==> config.mk <==
export PLATFORM = sky130hd
export DESIGN_NAME = cp1_fpu
export DESIGN_NICKNAME = d
export VERILOG_FILES = /design/src/rtl/cp1_fpu.sv
export SDC_FILE = /design/constraint.sdc
export NUM_CORES = 2
export LEC_CHECK = 0
export CAP_MARGIN = 10
export CORE_ASPECT_RATIO = 1.1
export CORE_MARGIN = 2
export CORE_UTILIZATION = 35
export CTS_BUF_LIST = sky130_fd_sc_hd__clkbuf_4
export CTS_CLUSTER_SIZE = 24
export DETAILED_ROUTE_END_ITERATION = 8
export PLACE_DENSITY_LB_ADDON = 0.05
export SLEW_MARGIN = 10
export SYNTH_ARGS = -nofsm -noshare
export SYNTH_HDL_FRONTEND = slang
export SYNTH_SLANG_ARGS = --single-unit
==> constraint.sdc <==
create_clock -name clk -period 9.5 [get_ports clk]
set_input_delay 2.375 -clock clk [delete_from_list [all_inputs] [get_ports clk]]
set_output_delay 2.375 -clock clk [all_outputs]
set_load 0.005 [all_outputs]
flops_by_reg.png
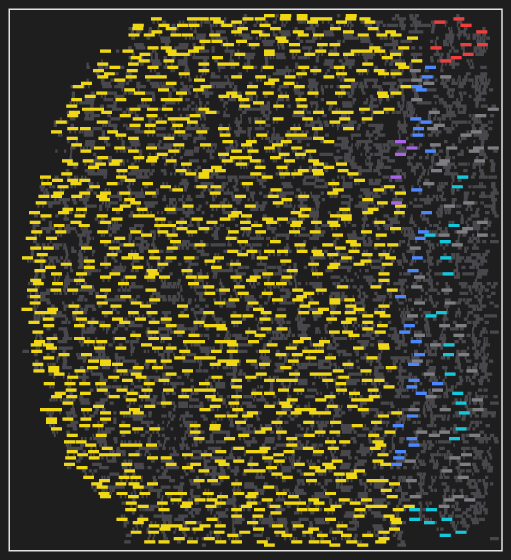
colour	netlist name	sequential cells
purple	`fd_q`	5
cyan	`mb_q`	24
yellow	`fpr_q`	1,024
blue	`opb_q`	32
red	`exp_q`	10
final core occ: 40.0%
proportion of cell area occupied by registers: 39.6%
register area: 29,100 sq um
sequential cell power: 6460 uW

layer_met4.png
Supply wires on this layer in grey.
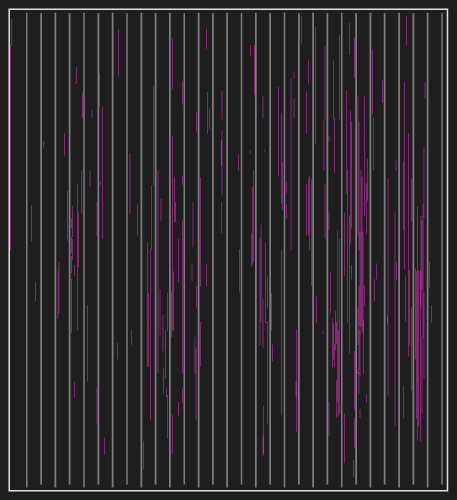
nets with wire on the layer	140
longest straight run	222 microns
routed wire length: 276,000 microns
via count: 53,300

clocks.png
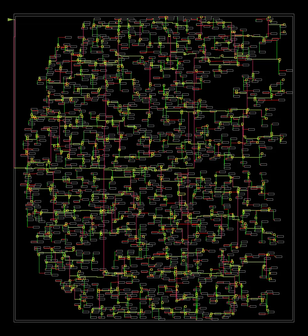
# clk buffers: 506
Clock Latency Late Sink: 1.42 ns
flop count: 1,163

clk_routes.png
Scale bar: 100 microns.
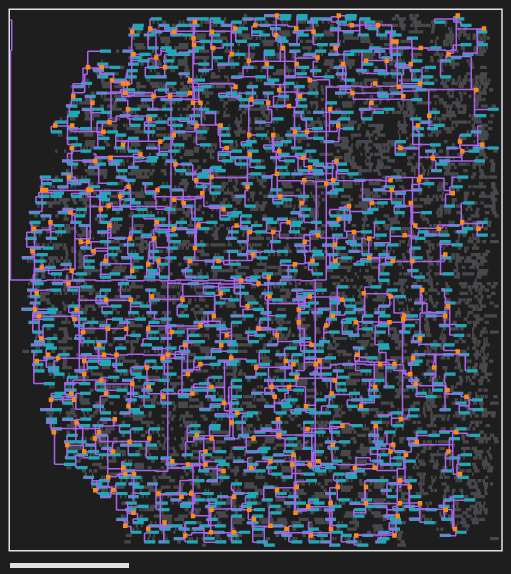
[purple] clock wires | length: 20.6 mm
[cyan] flip-flops | count: 1,163
[orange] clock drivers | count: 356
flops lie	spread over the die
routed clock nets	357
Clk network pwr share: 30.1%
Clock Skews: 0.144 ns

==> results.yml <==
# yosys + openroad results
final_timing:
  fmax_mhz: 119
  holdWs_ns: 0.472
  hold_viol: 0
  fin_setup_tns_ns: 0
  period_needed_ns: 8.40
  drv_slew: 0
die:
  ios: 101
  die_h_microns: 455
  core-area_sq_um: 184000
  dieArea_sq_um: 188000
  die_w_microns: 414
  rows: 165
place:
  dp_hpwl_microns: 180000
  port_buffers: 100
  place_congestion: 0.882
global_route:
  antenna_found_initial: 13
  grt_max_degree: 143
finish:
  layout_top_cells: "dfrtp_1 (1,163), nand2_1 (692), nor2_1 (683), o21ai_0 (667), a21oi_1 (637)"
  nets: 6654
  final_area_sq_um: 73400
clock_tree:
  cts_resized: 0
  cts-root-buf: "clkbuf_4"
  ctsHoldBuffers: 0
  cts_tree: "done"
  clk_pin_slew_ns: 0.07
synth:
  ys_seq_share_pct: 45.0
  synth_cells: 6358
  ys_warn_count: 0
setup_path:
  critPathLaunchType: "input pin"
  r2r_cells: 13
  cp.arrival_ns: 6.02
  r2r_slack_ns: 3.32
power_and_ir_drop:
  power_density_nw_per_um2: 222
  p_leak_uw: 0.0317
  p_seq_share_pct: 39.6
run_status:
  status: "complete, no violations"
critical path, stage by stage:
cell and delay [ns]:
buf_2 0.76, buf_4 0.41, nor2b_1 0.62, a22oi_1 0.22, nand3_1 0.13, nand4_1 0.55, and2_1 0.41, clkdlybuf4s50_1 0.47
through the flow:
| stage | cells | worst slack [ns] |
|---|---|---|
| after CTS | 9126 | 1.10 |
| after floorplan | 6358 | 2.10 |
| after global routing | 9128 | 0.949 |
| after detailed placement | 8539 | 1.10 |
| final | 9134 | 1.10 |
| after global placement | 8539 | 1.20 |
cell type report:
cell class	count	share of cell area, %
timing repair buffer	328	4.18
antenna	8	0.0273
multi-input combinational	4555	45.9
sequential	1163	39.6
clock buffer	506	5.17
inverter	72	0.368
tap	2421	4.12
clock inverter	81	0.603
synthesized netlist by cell type, types with 6 or more instances:
cell / n
a211oi_1: 31
o21a_1: 17
nand2b_1: 17
buf_4: 24
a22o_1: 63
buf_1: 44
mux2i_1: 280
xnor2_1: 30
o2111ai_1: 20
a31oi_1: 32
dfrtp_1: 1163
and3_1: 10
nand3b_1: 22
xor2_1: 29
a22oi_1: 138
nand2_1: 692
mux2_2: 46
ha_1: 108
o221ai_1: 16
nand3_1: 80
or2_2: 11
o21bai_1: 15
nor3_2: 14
or4_1: 11
nor2b_1: 52
nor4_1: 27
o22ai_1: 31
nand4_1: 42
o31ai_1: 6
mux4_2: 402
a211o_1: 23
nor2_1: 688
inv_1: 70
and2_1: 65
nor3_1: 29
buf_2: 65
a221oi_1: 52
o211ai_1: 26
a21oi_1: 661
o21ai_0: 673
a21o_1: 29
clkbuf_1: 430
power by group through the flow:
| stage | combinational, uW | sequential [uW] | clock, uW |
|---|---|---|---|
| after CTS | 4910 | 6450 | 5050 |
| final | 4930 | 6460 | 4910 |
| after detailed placement | 4890 | 6530 | 0 |
| after global placement | 4860 | 6520 | 0 |
| after global routing | 5340 | 6560 | 5330 |
| after floorplan | 3270 | 6240 | 0 |
kinds of logic after synthesis:
group                    synth area share, %
AND-OR/OR-AND                           16.8
AND/OR/NAND/NOR                         12.0
flip-flops                              45.0
multiplexers                            19.1
buffers and inverters                   4.04
adder cells (fa/ha/maj)                 2.21
XOR/XNOR                               0.799
routing by layer:
metal	vias up	part of all wire (%)	GRT usage (%)	wire length, microns
li1	23700	-	-	-
met1	27300	43	39.7	119000
met2	1842	47	46.8	129000
met3	462	6.0	4.80	16500
met4	6	4.2	12.0	11500
met5	-	0.017	0	47
Power is estimated from default activity; no workload was simulated.
